File: src/rtl/seg_scan_ctrl_pkg.sv
// rtl/seg_scan_ctrl_pkg.sv - shared types and constants for the seven-segment scan controller
package seg_pkg;
    localparam int SEG_NIBBLE_W = 4;

    // Decimal point polarity, shared with the anode decoder
    localparam logic DP_LIT = 1'b0;
    localparam logic DP_OFF = 1'b1;

    typedef enum logic [1:0] {
        IDLE  = 2'd0,
        BLANK = 2'd1,
        SHOW  = 2'd2
    } scan_state_e;
endpackage

File: src/rtl/seg_scan_ctrl_slot_timer.sv
// rtl/seg_scan_ctrl_slot_timer.sv - per-slot cycle counter and digit index with explicit wrap
module seg_slot_timer #(
    parameter int NUM_DIG   = 8,
    parameter int SCAN_DIV  = 50000,
    parameter int BLANK_CYC = 500,
    localparam int CNT_W    = $clog2(SCAN_DIV),
    localparam int IDX_W    = $clog2(NUM_DIG)
) (
    input  logic             clk_i,
    input  logic             rst_i,
    input  logic             clr_i,
    input  logic             run_i,
    output logic [CNT_W-1:0] cnt_o,
    output logic [IDX_W-1:0] idx_o,
    output logic             in_blank_o,
    output logic             slot_end_o,
    output logic             frame_end_o
);
    localparam logic [CNT_W-1:0] CNT_LAST  = CNT_W'(SCAN_DIV - 1);
    localparam logic [CNT_W-1:0] CNT_BLANK = CNT_W'(BLANK_CYC);
    localparam logic [IDX_W-1:0] IDX_LAST  = IDX_W'(NUM_DIG - 1);

    logic [CNT_W-1:0] cnt_q, cnt_d;
    logic [IDX_W-1:0] idx_q, idx_d;

    always_comb begin
        cnt_d = cnt_q;
        idx_d = idx_q;
        if (clr_i) begin
            cnt_d = '0;
            idx_d = '0;
        end else if (run_i) begin
            if (cnt_q == CNT_LAST) begin
                cnt_d = '0;
                idx_d = (idx_q == IDX_LAST) ? '0 : idx_q + IDX_W'(1);
            end else begin
                cnt_d = cnt_q + CNT_W'(1);
            end
        end
    end

    always_ff @(posedge clk_i or posedge rst_i) begin
        if (rst_i) begin
            cnt_q <= '0;
            idx_q <= '0;
        end else begin
            cnt_q <= cnt_d;
            idx_q <= idx_d;
        end
    end

    assign cnt_o       = cnt_q;
    assign idx_o       = idx_q;
    assign in_blank_o  = (cnt_q < CNT_BLANK);
    assign slot_end_o  = (cnt_q == CNT_LAST);
    assign frame_end_o = slot_end_o && (idx_q == IDX_LAST);
endmodule

File: src/rtl/seg_scan_ctrl.sv
// rtl/seg_scan_ctrl.sv - double-buffered seven-segment scan controller
// Define SEG_LEADING_ZERO_BLANK_EN to blank leading zero digits.
module seg_scan_ctrl
    import seg_pkg::*;
#(
    parameter int NUM_DIG   = 8,
    parameter int SCAN_DIV  = 50000,
    parameter int BLANK_CYC = 500
) (
    input  logic                      sys_clk,
    input  logic                      sys_rst,
    input  logic                      seg_en,
    input  logic                      load_valid,
    output logic                      load_ready,
    input  logic [4*NUM_DIG-1:0]      load_data,
    input  logic [NUM_DIG-1:0]        load_dp,
    output logic [NUM_DIG-1:0]        dig_sel,
    output logic [SEG_NIBBLE_W-1:0]   seg_data,
    output logic                      seg_DP,
    output logic                      frame_done
);
    localparam int CNT_W   = $clog2(SCAN_DIV);
    localparam int IDX_W   = $clog2(NUM_DIG);
    localparam int FRAME_W = SEG_NIBBLE_W * NUM_DIG;
    localparam logic [CNT_W-1:0] BLANK_LAST = CNT_W'(BLANK_CYC - 1);

    scan_state_e state_q, state_d;
    logic [CNT_W-1:0] cnt;
    logic [IDX_W-1:0] idx;
    logic in_blank, slot_end, frame_end;

    logic [FRAME_W-1:0] act_data_q, act_data_d, pend_data_q, pend_data_d;
    logic [NUM_DIG-1:0] act_dp_q, act_dp_d, pend_dp_q, pend_dp_d;
    logic               pend_full_q, pend_full_d;
    logic [NUM_DIG-1:0] dig_sel_q, dig_sel_d;
    logic [SEG_NIBBLE_W-1:0] seg_data_q, seg_data_d;
    logic               seg_dp_q, seg_dp_d;
    logic               frame_done_q, frame_done_d;
    logic [NUM_DIG-1:0] show_mask;
    logic               accept;

    seg_slot_timer #(
        .NUM_DIG   (NUM_DIG),
        .SCAN_DIV  (SCAN_DIV),
        .BLANK_CYC (BLANK_CYC)
    ) u_slot_timer (
        .clk_i       (sys_clk),
        .rst_i       (sys_rst),
        .clr_i       (~seg_en),
        .run_i       (state_q != IDLE),
        .cnt_o       (cnt),
        .idx_o       (idx),
        .in_blank_o  (in_blank),
        .slot_end_o  (slot_end),
        .frame_end_o (frame_end)
    );

`ifdef SEG_LEADING_ZERO_BLANK_EN
    logic [NUM_DIG-1:0] mask_q, mask_d;

    function automatic logic [NUM_DIG-1:0] lz_mask(input logic [FRAME_W-1:0] d,
                                                   input logic [NUM_DIG-1:0] dp);
        logic seen;
        seen = 1'b0;
        for (int i = NUM_DIG - 1; i >= 0; i--) begin
            if (d[i*SEG_NIBBLE_W +: SEG_NIBBLE_W] != '0) seen = 1'b1;
            lz_mask[i] = seen || dp[i] || (i == 0);
        end
    endfunction

    // Mask follows the active frame, so it only changes when a frame is copied in
    assign mask_d = lz_mask(act_data_d, act_dp_d);

    always_ff @(posedge sys_clk or posedge sys_rst) begin
        if (sys_rst) mask_q <= NUM_DIG'(1);
        else         mask_q <= mask_d;
    end
    assign show_mask = mask_q;
`else
    assign show_mask = '1;
`endif

    assign load_ready = !pend_full_q || frame_end || (state_q == IDLE);
    assign accept     = load_valid && load_ready;

    always_comb begin
        state_d = state_q;
        if (!seg_en) begin
            state_d = IDLE;
        end else begin
            case (state_q)
                IDLE:    state_d = BLANK;
                BLANK:   if (cnt == BLANK_LAST) state_d = SHOW;
                SHOW:    if (slot_end) state_d = BLANK;
                default: state_d = IDLE;
            endcase
        end
    end

    always_comb begin
        dig_sel_d    = '0;
        seg_data_d   = seg_data_q;
        seg_dp_d     = seg_dp_q;
        frame_done_d = frame_end;
        act_data_d   = act_data_q;
        act_dp_d     = act_dp_q;
        pend_data_d  = pend_data_q;
        pend_dp_d    = pend_dp_q;
        pend_full_d  = pend_full_q;

        if (seg_en && state_q == SHOW && !in_blank && show_mask[idx])
            dig_sel_d = NUM_DIG'(1) << idx;

        if (state_q == BLANK && cnt == '0) begin
            seg_data_d = act_data_q[int'(idx)*SEG_NIBBLE_W +: SEG_NIBBLE_W];
            seg_dp_d   = act_dp_q[idx] ? DP_LIT : DP_OFF;
        end

        // Idle loads bypass the pending buffer; any stale pending frame is older and dropped
        if (state_q == IDLE) begin
            if (accept) begin
                act_data_d  = load_data;
                act_dp_d    = load_dp;
                pend_full_d = 1'b0;
            end
        end else begin
            if (frame_end && pend_full_q) begin
                act_data_d  = pend_data_q;
                act_dp_d    = pend_dp_q;
                pend_full_d = 1'b0;
            end
            if (accept) begin
                pend_data_d = load_data;
                pend_dp_d   = load_dp;
                pend_full_d = 1'b1;
            end
        end
    end

    always_ff @(posedge sys_clk or posedge sys_rst) begin
        if (sys_rst) begin
            state_q      <= IDLE;
            act_data_q   <= '0;
            act_dp_q     <= '0;
            pend_data_q  <= '0;
            pend_dp_q    <= '0;
            pend_full_q  <= 1'b0;
            dig_sel_q    <= '0;
            seg_data_q   <= '0;
            seg_dp_q     <= DP_OFF;
            frame_done_q <= 1'b0;
        end else begin
            state_q      <= state_d;
            act_data_q   <= act_data_d;
            act_dp_q     <= act_dp_d;
            pend_data_q  <= pend_data_d;
            pend_dp_q    <= pend_dp_d;
            pend_full_q  <= pend_full_d;
            dig_sel_q    <= dig_sel_d;
            seg_data_q   <= seg_data_d;
            seg_dp_q     <= seg_dp_d;
            frame_done_q <= frame_done_d;
        end
    end

    assign dig_sel    = dig_sel_q;
    assign seg_data   = seg_data_q;
    assign seg_DP     = seg_dp_q;
    assign frame_done = frame_done_q;
endmodule
File: config.mk
export PLATFORM = sky130hd
export DESIGN_NAME = seg_scan_ctrl
export DESIGN_NICKNAME = d
export VERILOG_FILES = /design/src/rtl/seg_scan_ctrl_pkg.sv /design/src/rtl/seg_scan_ctrl_slot_timer.sv /design/src/rtl/seg_scan_ctrl.sv
export SDC_FILE = /design/constraint.sdc
export NUM_CORES = 1
export LEC_CHECK = 0
export ABC_AREA = 1
export CORE_MARGIN = 1
export CORE_UTILIZATION = 57
export CTS_CLUSTER_SIZE = 10
export DETAILED_ROUTE_END_ITERATION = 8
export HOLD_SLACK_MARGIN = 0.15
export MAX_ROUTING_LAYER = met4
export PLACE_DENSITY = 0.8
export SLEW_MARGIN = 0
export SYNTH_ARGS = -nofsm -noshare
export SYNTH_HDL_FRONTEND = slang
export SYNTH_HIERARCHICAL = 1
export SYNTH_SLANG_ARGS = --single-unit
export TNS_END_PERCENT = 5
File: constraint.sdc
create_clock -name sys_clk -period 4.1 [get_ports sys_clk]
set_clock_uncertainty 0.1 [all_clocks]
set_input_delay 0.615 -clock sys_clk [delete_from_list [all_inputs] [get_ports sys_clk]]
set_output_delay 0.615 -clock sys_clk [all_outputs]
set_load 0.01 [all_outputs]
==> GITHUB_STEP_SUMMARY <==
## Implementation flow summary

| Metric | Value |
|---|---|
| Status | completed |
| Biggest power consumer among the groups | registers |
| Share of the core filled with cells in the final layout | a little under three quarters |
| Vias in the first global route | ~4,700 |
| Cell-by-cell trace of the critical path | ha_1, ha_1, inv_1, nor2_1, inv_1, nand3_1, clkdlybuf4s50_1 |
| Crit path depth | 7 |
| Worst min-delay path class | primary input to asynchronous set/reset pin |
| Share of total power consumed by net switching | approximately 36% |
| Number of sinks handled by clock tree synthesis | around 120 |
| Post-synth seq share | 51.0% |
| Total number of H-tree levels | 4 |
| Portion of the clock cycle consumed by the worst path in the final layout | between 70 and 80% |
| Post-Route Hold Slack | a little under 0.4 ns |
| Static Leak | approximately 0.0034 uW |
| Yosys-reported design area after synthesis | approximately 0.0057 mm^2 |
| Initial antenna violation count | 0 |
| Yosys warning total | 6 |
| Slowest cell delay on critical path | 0.69 ns |
| CP Class | flop to output port |
| Clock-pin slew on the worst setup and hold paths | roughly 0.05 ns |
| Fin worst setup slack | a little over 0.8 ns |
| Net load switching power | ~1700 uW |
| Aggregate negative setup slack | 0 ns |
| Routability-driven placement congestion ratio | roughly 0.9 |
| Worst R2R End | act_data_q[3] |
| Largest buffer count on any clock path | 2 |
| Combinational Power Share | 31.5% |
| First-pass GRT wire length | 21,500 um |
| Number of setup violations in the final report | 0 |
| Post-Syn Area per Cell | 7.72 um^2 |
| Inserted Diodes | 0 |
| Number of placement rows | 36 |
| R2R setup slack | ~1.3 ns |
| Residual DRC | 0 |
| Combinational cell power | approximately 1500 uW |
| Sequential cell area | roughly 0.0029 mm^2 |
| Number of buffers created by CTS | 17 |
| Total vias in the final route | 4,907 |
| Cells in synth_stat.txt | 737 |
| Number of detailed-routing iterations run before antenna repair | 4 |
| Startpoint type of the worst setup path | flop |
| Global Route Usage Sum | 28.0% |
| Fraction of power consumed by sequential logic | about two fifths |
| Post-CTS Setup Bufs | 0 |
| Origin of the worst setup path | u_slot_timer/idx_o[1] |
| Crit-path max FO | 17 |
| Number of OpenROAD warnings | 26 |
| Net count after synthesis | between 700 and 800 |
| Worst Path Required | between 3 and 4 ns |
| Power attributed to the clock group | around 1500 uW |
| Chip height | just over 100 um |
| Top-level port count | approximately 60 |
| Remaining Overflow, GRT | 0 |
| Input/output buffers | roughly 58 |
| Clock network fraction of design power | between 30% and 40% |
| Core region area | approximately 0.01 mm^2 |
| Clock tree from TritonCTS | done |
| Distinct lib cells | 34 |
| Worst Path Buf+Inv | 3 |
| Floorplan-stage core utilization | approximately three fifths |
| Worst Max-Slew Pin Slew | 0.764 ns |
| Average vias per placed instance | about 5.2 |
| Synthesized area | about 0.0057 mm^2 |
| Total of cells resized after clock tree synthesis | 0 |
| Final-report max-slew violation count | 0 |
| Worst-path cell with the longest stage delay | sky130_fd_sc_hd__dfrtp_1 |
| Count of mapped cells out of synthesis | roughly 740 |
| Share of Yosys cell area claimed by the top area cell type | between 50% and 60% |
| Overall power consumption | between 4000 and 5000 uW |
| Nature of the critical path endpoint | output port |
| Layout cell share with drive strength beyond 1 | 6.97% |
| HPWL after DPL | between 8000 and 9000 um |
| Total internal power | approximately 3100 uW |
| Layout fillers | 799 |
| Post-route minimum period | between 3 and 4 ns |
| Power drawn by the sequential cells | between 1500 and 2000 uW |
| Multi-input gate area in the final layout | between 0.002 and 0.0025 mm^2 |
| Final ANT Viol Nets | 0 |
| Clock insertion delay at the later pin of the skew report | 0.52 ns |
| Post-synthesis sequential element count | ~120 |
| Clock root cell | sky130_fd_sc_hd__clkbuf_8 |
| Unrepaired setup endpoints after global routing | false |
| Proportion of register bits with asynchronous set or reset after synthesis | 100% |
| R2r startpoint | u_slot_timer/idx_o[1] |
| Peak clock frequency supported by timing | 305 MHz |
| X dimension of the die | around 100 um |
| DP Worst Slack | about 1.4 ns |
| Top cell type by total area after synthesis | sky130_fd_sc_hd__dfrtp_1 |
| Count of final hold-check violations | 0 |
| Maximum number of pins on one net before global-route repair | approximately 80 |
| Peak supply drop | approximately 0.5 mV |
| Pwr per Cell Area | ~700 mW/mm^2 |
| Path depth of the worst reg2reg path | 9 |
| Dominant synthesized flop cell | sky130_fd_sc_hd__dfrtp_1 |
| Cell types occupying the most area after synthesis | sky130_fd_sc_hd__dfrtp_1, sky130_fd_sc_hd__nand2_1, sky130_fd_sc_hd__nor2_1 |
| Die area | around 0.010 mm^2 |
| Wire length after detailed routing | about 13,000 um |
| Data arrival time of the critical path | 2.56 ns |
| Max-slew headroom | around half |
| Number of flops mapped to enable cells by yosys | 0 |
| Area growth from synthesis to layout | 21.7% |
-- cells in the final DEF, fill, tap and decap left out, types with 24 or more instances in the layout --
master	n
sky130_fd_sc_hd__a21oi_1	41
sky130_fd_sc_hd__a31oi_1	24
sky130_fd_sc_hd__clkdlybuf4s50_1	58
sky130_fd_sc_hd__dfrtp_1	115
sky130_fd_sc_hd__inv_1	83
sky130_fd_sc_hd__nand2_1	203
sky130_fd_sc_hd__nand3_1	28
sky130_fd_sc_hd__nor2_1	118
sky130_fd_sc_hd__o21ai_0	30
-- routing by layer --
layer | vias up | global-route usage (%) | share of wire [%]
met5 | - | - | 0
met4 | 0 | 11.3 | 2.1
met3 | 25 | 4.65 | 4.5
met2 | 122 | 45.9 | 49
met1 | 2312 | 34.7 | 45
li1 | 2448 | - | -
-- sequential cells by signal, indices dropped and copies added (netlist names) --
| signal | cells |
|---|---|
| act_data_q | 32 |
| pend_data_q | 32 |
| u_slot_timer/cnt_o | 16 |
| act_dp_q | 8 |
| dig_sel | 8 |
| pend_dp_q | 8 |
| seg_data | 4 |
| u_slot_timer/idx_o | 3 |
| state_q | 2 |
| frame_done | 1 |
| pend_full_q | 1 |
| seg_DP | 1 |
-- stage by stage --
step	cell area [um^2]	instances
6_report	6920	936
5_1_grt	6920	936
4_1_cts	6920	936
3_5_place_dp	6340	904
3_3_place_gp	6340	904
2_1_floorplan	5690	737
-- cells in the mapped netlist (2+ instances only) --
| master | count |
|---|---|
| sky130_fd_sc_hd__nor2_2 | 3 |
| sky130_fd_sc_hd__clkbuf_1 | 6 |
| sky130_fd_sc_hd__o21ai_1 | 2 |
| sky130_fd_sc_hd__ha_1 | 3 |
| sky130_fd_sc_hd__dfrtp_1 | 115 |
| sky130_fd_sc_hd__nand2_1 | 203 |
| sky130_fd_sc_hd__buf_4 | 6 |
| sky130_fd_sc_hd__nand2_2 | 4 |
| sky130_fd_sc_hd__a21oi_1 | 41 |
| sky130_fd_sc_hd__xor2_1 | 4 |
| sky130_fd_sc_hd__nand3b_1 | 2 |
| sky130_fd_sc_hd__nand4_1 | 7 |
| sky130_fd_sc_hd__nand3_1 | 28 |
| sky130_fd_sc_hd__nand2_4 | 2 |
| sky130_fd_sc_hd__a31oi_1 | 24 |
| sky130_fd_sc_hd__o211ai_1 | 16 |
| sky130_fd_sc_hd__or2_2 | 2 |
| sky130_fd_sc_hd__inv_1 | 84 |
| sky130_fd_sc_hd__nor2_1 | 118 |
| sky130_fd_sc_hd__nor3_1 | 4 |
| sky130_fd_sc_hd__xnor2_1 | 2 |
| sky130_fd_sc_hd__inv_2 | 3 |
| sky130_fd_sc_hd__o21ai_0 | 30 |
| sky130_fd_sc_hd__buf_2 | 18 |
-- area by class of cell --
class | instances | share of cell area [%]
Tap cell | 133 | 2.40
Sequential cell | 116 | 41.9
Timing Repair Buffer | 65 | 9.32
Multi-Input combinational cell | 501 | 33.0
Clock inverter | 12 | 2.26
Clock buffer | 20 | 6.14
Inverter | 89 | 4.92
-- kinds of logic after synthesis --
group,synth area share (%)
AND/OR/NAND/NOR,27.0
buffers and inverters,8.79
flip-flops,51.0
AND-OR/OR-AND,11.6
XOR/XNOR,0.923
adder cells (fa/ha/maj),0.660
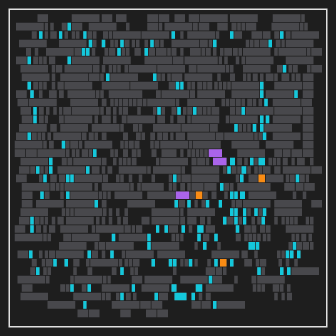
(images/gate_families.png)
- orange: AND and OR gates (cells 3; most used or2_2)
- cyan: NOR gates (cells 127; most used nor2_1; where spread over the die)
- purple: adder and majority cells (cells 3; most used ha_1)

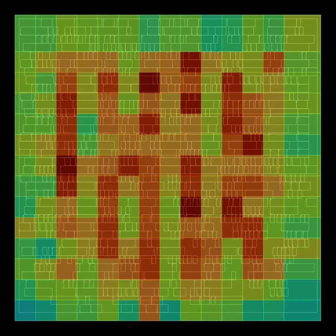
(images/final_congestion.png)
detail-routed net length per standard cell: 13.7 um
global routing usage on met1: 34.7%

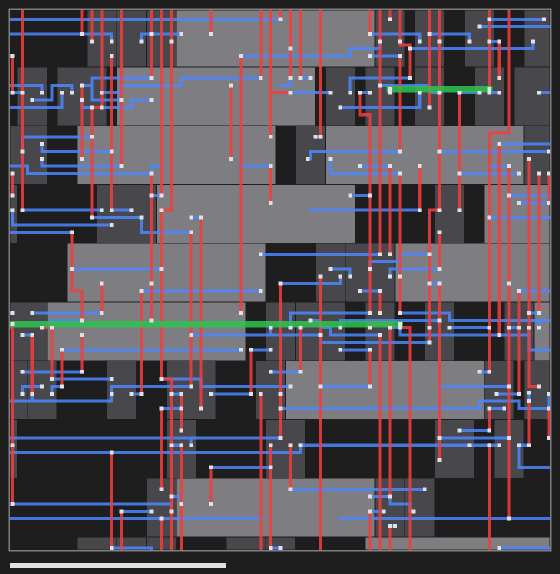
(images/zoom.png)
Bar = 10 um. Region (13, 13) to (38, 38) um. Cells in gray, sequential cells in the stronger gray; small squares are vias.
- red: met2
- green: met3
- blue: met1
- sequential cells in the window: 10
- cells with their middle in the window: 50
- netlist names of flops here include: act_data_q (8), pend_data_q (2)
- most frequent: nand2_1 (16), dfrtp_1 (10), a31oi_1 (7)

Power figures rest on the tool's default switching activity, not on a simulated workload.
